Figure 1. Close-up of the layout.
Window x 60 to 80, y 13 to 33 um. Cells in grey, sequential cells in the stronger grey; small squares are vias.
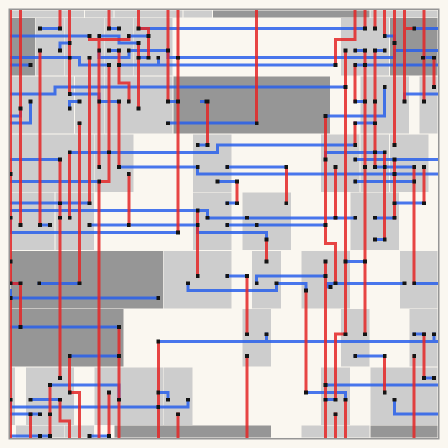
Figure 2. Sequential cells coloured by netlist name.
(4 px per um)
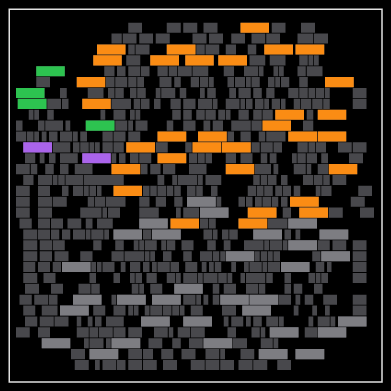
Figure 3. Routing congestion map.
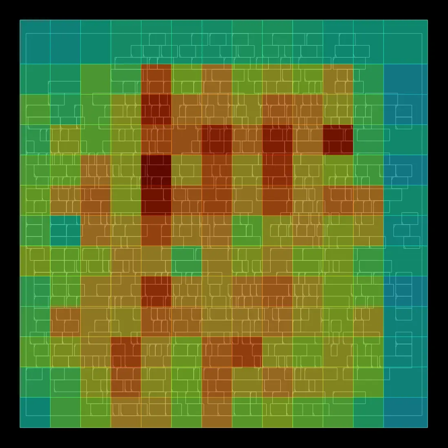
**src/rtl/pipeline_hazard_ctrl_pkg.sv**
```systemverilog
// Shared definitions for the pipeline hazard controller and the datapath around it.
package pipe_pkg;

  // Controller operating modes
  typedef enum logic [1:0] {
    RUN      = 2'd0,
    MEM_WAIT = 2'd1,
    HALT     = 2'd2
  } state_t;

  // Register-file index width and program-counter width of the datapath
  localparam int unsigned REG_W = 5;
  localparam int unsigned PC_W  = 12;

  // addi x0, x0, 0 -- what fetch/decode is loaded with on a flush
  localparam logic [31:0] NOP_INSN = 32'h0000_0013;

endpackage

```
**src/rtl/pipeline_hazard_ctrl_if.sv**
```systemverilog
// Hazard bus between the stage registers (master) and the hazard controller (slave).
interface pipeline_hazard_ctrl_if #(
  parameter int unsigned CNT_W = 32
);
  import pipe_pkg::*;

  // Fields published by the stage registers
  logic [REG_W-1:0] id_rs1;
  logic [REG_W-1:0] id_rs2;
  logic             id_use_rs1;
  logic             id_use_rs2;
  logic [REG_W-1:0] ex_rd;
  logic             ex_memread;
  logic             mem_br_taken;
  logic             dmem_req;
  logic             dmem_ready;

  // Enables, bubbles and status driven back by the controller
  logic             pcwrite;
  logic             fdwrite;
  logic             fd_flush;
  logic             de_flush;
  logic             em_flush;
  logic             pipe_hold;
  logic             mem_timeout;
  logic [CNT_W-1:0] stall_cnt;
  logic [CNT_W-1:0] flush_cnt;

  modport master (
    output id_rs1, id_rs2, id_use_rs1, id_use_rs2, ex_rd, ex_memread,
           mem_br_taken, dmem_req, dmem_ready,
    input  pcwrite, fdwrite, fd_flush, de_flush, em_flush, pipe_hold,
           mem_timeout, stall_cnt, flush_cnt
  );

  modport slave (
    input  id_rs1, id_rs2, id_use_rs1, id_use_rs2, ex_rd, ex_memread,
           mem_br_taken, dmem_req, dmem_ready,
    output pcwrite, fdwrite, fd_flush, de_flush, em_flush, pipe_hold,
           mem_timeout, stall_cnt, flush_cnt
  );

endinterface

```
**src/rtl/pipeline_hazard_ctrl_sat_counter.sv**
```systemverilog
// Event counter that sticks at all-ones instead of wrapping.
module sat_counter #(
  parameter int unsigned CNT_W = 32
) (
  input  logic             clk,
  input  logic             rst,
  input  logic             inc,
  output logic [CNT_W-1:0] value
);

  logic [CNT_W-1:0] value_q;
  logic [CNT_W-1:0] value_d;

  // Next count: advance on an event unless already saturated
  always_comb begin
    value_d = value_q;
    if (inc && (value_q != {CNT_W{1'b1}})) begin
      value_d = value_q + 1'b1;
    end
  end

  // Count register, cleared by reset
  always_ff @(posedge clk) begin
    if (rst) begin
      value_q <= '0;
    end else begin
      value_q <= value_d;
    end
  end

  assign value = value_q;

endmodule

```
**src/rtl/pipeline_hazard_ctrl.sv**
```systemverilog
// Hazard controller: load-use stalls, MEM-stage branch flushes and dmem waits
// with a timeout watchdog, plus saturating stall/flush performance counters.
module pipeline_hazard_ctrl
  import pipe_pkg::*;
#(
  parameter int unsigned MAX_WAIT = 15,
  parameter int unsigned CNT_W    = 32
) (
  input logic                   clk,
  input logic                   rst,
  pipeline_hazard_ctrl_if.slave bus
);

  // Wait counter must hold MAX_WAIT; never narrower than 4 bits
  localparam int unsigned WAIT_W = ($clog2(MAX_WAIT + 1) < 4) ? 4 : $clog2(MAX_WAIT + 1);
  localparam logic [WAIT_W-1:0] WAIT_LIMIT = WAIT_W'(MAX_WAIT);

  state_t            state_q, state_d;
  logic [WAIT_W-1:0] wait_q, wait_d;

  logic load_use;
  logic mem_stall;
  logic run_eval;
  logic br_flush;
  logic stall_evt;

  logic pcwrite_c, fdwrite_c, fd_flush_c, de_flush_c, em_flush_c, pipe_hold_c;

  // A load in EX whose destination is read by the instruction in decode.
  // x0 is hardwired, so a load into it never creates a dependency.
  assign load_use = bus.ex_memread && (bus.ex_rd != '0) &&
                    ((bus.id_use_rs1 && (bus.id_rs1 == bus.ex_rd)) ||
                     (bus.id_use_rs2 && (bus.id_rs2 == bus.ex_rd)));

  assign mem_stall = bus.dmem_req && !bus.dmem_ready;

  // Next state and stage-register controls; combinational so the stage
  // registers see them at the same edge that updates the controller state
  always_comb begin
    state_d     = state_q;
    wait_d      = wait_q;
    run_eval    = 1'b0;
    br_flush    = 1'b0;
    pcwrite_c   = 1'b1;
    fdwrite_c   = 1'b1;
    fd_flush_c  = 1'b0;
    de_flush_c  = 1'b0;
    em_flush_c  = 1'b0;
    pipe_hold_c = 1'b0;

    if (rst) begin
      pcwrite_c  = 1'b0;
      fdwrite_c  = 1'b0;
      fd_flush_c = 1'b1;
      de_flush_c = 1'b1;
      em_flush_c = 1'b1;
    end else begin
      case (state_q)
        RUN: begin
          run_eval = 1'b1;
        end
        MEM_WAIT: begin
          if (bus.dmem_ready) begin
            // Access completes: this cycle behaves like a normal RUN cycle
            run_eval = 1'b1;
            state_d  = RUN;
          end else begin
            // Whole pipe frozen; a taken branch in ex/mem waits for release
            pcwrite_c   = 1'b0;
            fdwrite_c   = 1'b0;
            pipe_hold_c = 1'b1;
            if (wait_q == WAIT_LIMIT) begin
              state_d = HALT;
            end else begin
              wait_d = wait_q + 1'b1;
            end
          end
        end
        HALT: begin
          pcwrite_c   = 1'b0;
          fdwrite_c   = 1'b0;
          pipe_hold_c = 1'b1;
        end
        default: begin
          state_d = RUN;
        end
      endcase

      if (run_eval) begin
        if (mem_stall) begin
          pcwrite_c   = 1'b0;
          fdwrite_c   = 1'b0;
          pipe_hold_c = 1'b1;
          state_d     = MEM_WAIT;
          wait_d      = WAIT_W'(1);
        end else if (bus.mem_br_taken) begin
          // Squashes everything younger, including a load-use victim
          fd_flush_c = 1'b1;
          de_flush_c = 1'b1;
          em_flush_c = 1'b1;
          br_flush   = 1'b1;
        end else if (load_use) begin
          // One bubble; next cycle the load has moved on to MEM
          pcwrite_c  = 1'b0;
          fdwrite_c  = 1'b0;
          de_flush_c = 1'b1;
        end
      end
    end
  end

  // Controller state and wait counter
  always_ff @(posedge clk) begin
    if (rst) begin
      state_q <= RUN;
      wait_q  <= '0;
    end else begin
      state_q <= state_d;
      wait_q  <= wait_d;
    end
  end

  // Stalls are counted only while the pipeline is live (not in reset or HALT)
  assign stall_evt = !rst && (state_q != HALT) && !pcwrite_c;

  sat_counter #(.CNT_W(CNT_W)) u_stall_cnt (
    .clk   (clk),
    .rst   (rst),
    .inc   (stall_evt),
    .value (bus.stall_cnt)
  );

  sat_counter #(.CNT_W(CNT_W)) u_flush_cnt (
    .clk   (clk),
    .rst   (rst),
    .inc   (br_flush),
    .value (bus.flush_cnt)
  );

  assign bus.pcwrite     = pcwrite_c;
  assign bus.fdwrite     = fdwrite_c;
  assign bus.fd_flush    = fd_flush_c;
  assign bus.de_flush    = de_flush_c;
  assign bus.em_flush    = em_flush_c;
  assign bus.pipe_hold   = pipe_hold_c;
  assign bus.mem_timeout = (state_q == HALT);

endmodule

```
**src/flat_wrapper.sv**
```systemverilog
// flat-port wrapper written by rule: the top's interface ports become plain ports
module pipeline_hazard_ctrl_flat import pipe_pkg::*;
#(
  parameter int unsigned MAX_WAIT = 15,
  parameter int unsigned CNT_W    = 32
)
  (clk, rst, bus_id_rs1, bus_id_rs2, bus_id_use_rs1, bus_id_use_rs2, bus_ex_rd, bus_ex_memread, bus_mem_br_taken, bus_dmem_req, bus_dmem_ready, bus_pcwrite, bus_fdwrite, bus_fd_flush, bus_de_flush, bus_em_flush, bus_pipe_hold, bus_mem_timeout, bus_stall_cnt, bus_flush_cnt);
  pipeline_hazard_ctrl_if #(.CNT_W(CNT_W)) bus_i ();
  input logic clk;
  input logic rst;
  input wire logic [$bits(bus_i.id_rs1)-1:0] bus_id_rs1;
  input wire logic [$bits(bus_i.id_rs2)-1:0] bus_id_rs2;
  input wire logic [$bits(bus_i.id_use_rs1)-1:0] bus_id_use_rs1;
  input wire logic [$bits(bus_i.id_use_rs2)-1:0] bus_id_use_rs2;
  input wire logic [$bits(bus_i.ex_rd)-1:0] bus_ex_rd;
  input wire logic [$bits(bus_i.ex_memread)-1:0] bus_ex_memread;
  input wire logic [$bits(bus_i.mem_br_taken)-1:0] bus_mem_br_taken;
  input wire logic [$bits(bus_i.dmem_req)-1:0] bus_dmem_req;
  input wire logic [$bits(bus_i.dmem_ready)-1:0] bus_dmem_ready;
  output wire logic [$bits(bus_i.pcwrite)-1:0] bus_pcwrite;
  output wire logic [$bits(bus_i.fdwrite)-1:0] bus_fdwrite;
  output wire logic [$bits(bus_i.fd_flush)-1:0] bus_fd_flush;
  output wire logic [$bits(bus_i.de_flush)-1:0] bus_de_flush;
  output wire logic [$bits(bus_i.em_flush)-1:0] bus_em_flush;
  output wire logic [$bits(bus_i.pipe_hold)-1:0] bus_pipe_hold;
  output wire logic [$bits(bus_i.mem_timeout)-1:0] bus_mem_timeout;
  output wire logic [$bits(bus_i.stall_cnt)-1:0] bus_stall_cnt;
  output wire logic [$bits(bus_i.flush_cnt)-1:0] bus_flush_cnt;
  assign bus_i.id_rs1 = bus_id_rs1;
  assign bus_i.id_rs2 = bus_id_rs2;
  assign bus_i.id_use_rs1 = bus_id_use_rs1;
  assign bus_i.id_use_rs2 = bus_id_use_rs2;
  assign bus_i.ex_rd = bus_ex_rd;
  assign bus_i.ex_memread = bus_ex_memread;
  assign bus_i.mem_br_taken = bus_mem_br_taken;
  assign bus_i.dmem_req = bus_dmem_req;
  assign bus_i.dmem_ready = bus_dmem_ready;
  assign bus_pcwrite = bus_i.pcwrite;
  assign bus_fdwrite = bus_i.fdwrite;
  assign bus_fd_flush = bus_i.fd_flush;
  assign bus_de_flush = bus_i.de_flush;
  assign bus_em_flush = bus_i.em_flush;
  assign bus_pipe_hold = bus_i.pipe_hold;
  assign bus_mem_timeout = bus_i.mem_timeout;
  assign bus_stall_cnt = bus_i.stall_cnt;
  assign bus_flush_cnt = bus_i.flush_cnt;
  pipeline_hazard_ctrl #(.MAX_WAIT(MAX_WAIT), .CNT_W(CNT_W)) u_core (.clk(clk), .rst(rst), .bus(bus_i));
endmodule
```
**config.mk**
```make
export PLATFORM = sky130hd
export DESIGN_NAME = pipeline_hazard_ctrl_flat
export DESIGN_NICKNAME = d
export VERILOG_FILES = /design/src/rtl/pipeline_hazard_ctrl_pkg.sv /design/src/rtl/pipeline_hazard_ctrl_if.sv /design/src/rtl/pipeline_hazard_ctrl_sat_counter.sv /design/src/rtl/pipeline_hazard_ctrl.sv /design/src/flat_wrapper.sv
export SDC_FILE = /design/constraint.sdc
export NUM_CORES = 1
export LEC_CHECK = 0
export CAP_MARGIN = 0
export CORE_MARGIN = 1
export CORE_UTILIZATION = 45
export DETAILED_ROUTE_END_ITERATION = 12
export GPL_TIMING_DRIVEN = 0
export HOLD_SLACK_MARGIN = 0.1
export PLACE_DENSITY = 0.77
export SLEW_MARGIN = 10
export SYNTH_ARGS = -nofsm -noshare
export SYNTH_HDL_FRONTEND = slang
export SYNTH_SLANG_ARGS = --single-unit
```
**constraint.sdc**
```tcl
create_clock -name clk -period 3.15 [get_ports clk]
set_input_delay 0.63 -clock clk [delete_from_list [all_inputs] [get_ports clk]]
set_output_delay 0.63 -clock clk [all_outputs]
set_load 0.02 [all_outputs]
```
==> notes.md <==
The synthesis and PnR run went through. Average cell area after synthesis landed at 8.286 sq um. The non-clock inverters instantiated in the layout total 8. After layout the signal buffers, clock cells excluded, come to 20.99% of cell area.

For reference, the placement row count at floorplan is 32. 94 I/O pins were placed. Mapped cell area landed at 3712 sq um. Post-layout total power landed at 1.713 mW.

Headroom to the max-slew limit landed at 59.21%. Worst-margin pin slew landed at 0.6071 ns. Per the detail_route report, DRC violations left total 0.

The horizontal die dimension reported for this design is 92.83 um. Wire segments on met3 add up to 497 um in the final route. By count the netlist is led by 70 x dfxtp_1, 48 x nor2_1, 39 x nand2_1.

Latest clock arrival within the worst-skew pair landed at 0.34 ns. The critical path's slowest stage uses the library cell or4_4. Post-route non-filler standard cell count landed at 659. In the synthesized netlist, mux cells make up 2.663% of the area. Maximum achievable frequency landed at 0.3255 GHz. Shortest period the worst path allows landed at 3.072 ns. Number of hold violations in the final report landed at 0. The cell-mix breakdown from Yosys lists the compound-gate area share as 13.28%.

The total area inside the core boundary comes to 7848 sq um. The biggest slice of the area belongs to logic gates. Global-route track usage on met2 landed at 40.50%. Power attributed to sequential cells landed at 899 uW. TritonCTS created 9 clock buffers. Looking at the reg2reg group, the worst path ends at u_core.u_stall_cnt.value[1]. Number of detailed-routing iterations run before antenna repair landed at 5. The first global-routing pass estimated 16.13 mm of wire.

In this run the biggest area consumer among cell types represents 37.75% of the synthesized area. Setup TNS after final layout landed at 0 ns. Biggest fanout along the worst timing path landed at 3. Share of synthesized area occupied by flip-flops and latches landed at 37.75%.

The highest supply drop recorded on VDD is 196.8 uV. After synthesis the netlist holds a flip-flop and latch count of 70. Total number of clock tree sinks landed at 70.

In this run the deepest clock path goes through 2 buffers. Sequential share of cell area landed at 28.15%. Number of global-route vias before repair landed at 3489. The detailed router reported a total wirelength of 9.805 mm. The worst path uses 97.52% of the clock period. Grouping non-sequential cells by family puts the most area in simple AND/OR/NAND/NOR gates. For this run, combinational gates with multiple inputs come to 349. After routing the design area is 4977 sq um. Detailed routing placed a total of 4.945 mm of wire on met2. For this block, wires on met1 add up to 4.272 mm. Across the routed clock network, the largest skew measured is 0.009590 ns. Internal power component landed at 1.269 mW. Hold timing on the final database bottoms out at a slack of 0.4972 ns. Total of fill cells in the finished design landed at 698. Yosys reported that registers with async set or reset make up 0%. Across all register-to-register paths, the minimum setup slack is 0.50 ns.

The run finished with clean final reports. Placer's final routability congestion estimate landed at 0.8771. Die area landed at 8616 sq um. The main area contributors are dfxtp_1 38%, xor2_1 7.1%, nor2_1 4.9%. For this run, the leading register cell type out of synthesis is dfxtp_1. The worst hold path begins at u_core.wait_q[1]. Recorded from the global router log, the overflow total was 0. Final HPWL from detailed placement landed at 7.419 mm. Sequential standard cell area landed at 1401 sq um. The synthesis log from Yosys contains 0 warnings. Post-CTS repair changed the size of 24 cells.

The biggest slice of the total power is consumed by registers. Clock buffers in the final layout number 10. The worst setup path is of the in2out kind. The repair_antennas step left the layout with diodes totalling 0. On met1, the global router reports a usage of 28.63%. Per the post-run analysis, buffers plus inverters along the critical path come to 3. Data arrives at the worst endpoint at 2.44 ns. The report gives the cell count of the worst hold path as 2. As logged by OpenROAD, the buffers inserted on ports number 93. Counting pins that exceed their max-slew limit in the final report gives 0.

Per report_power, the clock group accounts for 37.6% of the total. Share of power burned in registers landed at 52.4%. The routed design shows a wire length per standard cell of 14.88 um.

Fraction of the core area occupied by cells at floorplan landed at 47.31%. Leakage dissipation landed at 1.692 nW. Net switching power landed at 444.1 uW. Number of gates on the worst path with buffers counted landed at 8. Die boundary height landed at 92.83 um. Switching power as a share of total power landed at 25.92%. Per the CTS log, the root buffer master is clkbuf_8. Global route summary, busiest routing layer listed as met2. Number of antenna violations at the first check in global routing landed at 0. Per the post-route antenna check, the number of violating nets is 0. STA classifies the critical path endpoint as an output port. Number of nets in the layout landed at 582.

Post-synth net total landed at 478.
About Figure 1:
Key: metal 2 = red; metal 1 = blue
Sequential cells in the window: 3. 35 logic cells have their middle in the window. Most frequent: xor2_1 (6), nor2_1 (6), nand2_1 (5). Netlist names of flops here include u_core.u_flush_cnt.value (3).

About Figure 2:
Key: u_core.state_q = purple [placed flops 2]; u_core.u_stall_cnt.value = orange [placed flops 32]; u_core.wait_q = green [placed flops 4, where upper left]
Another 32 sequential cells are not coloured.

About Figure 3:
met3 capacity usage during global routing: 4.351%
Core Util, Final: 63.42%

No activity file was given, so power comes from the tool's default toggle rates.
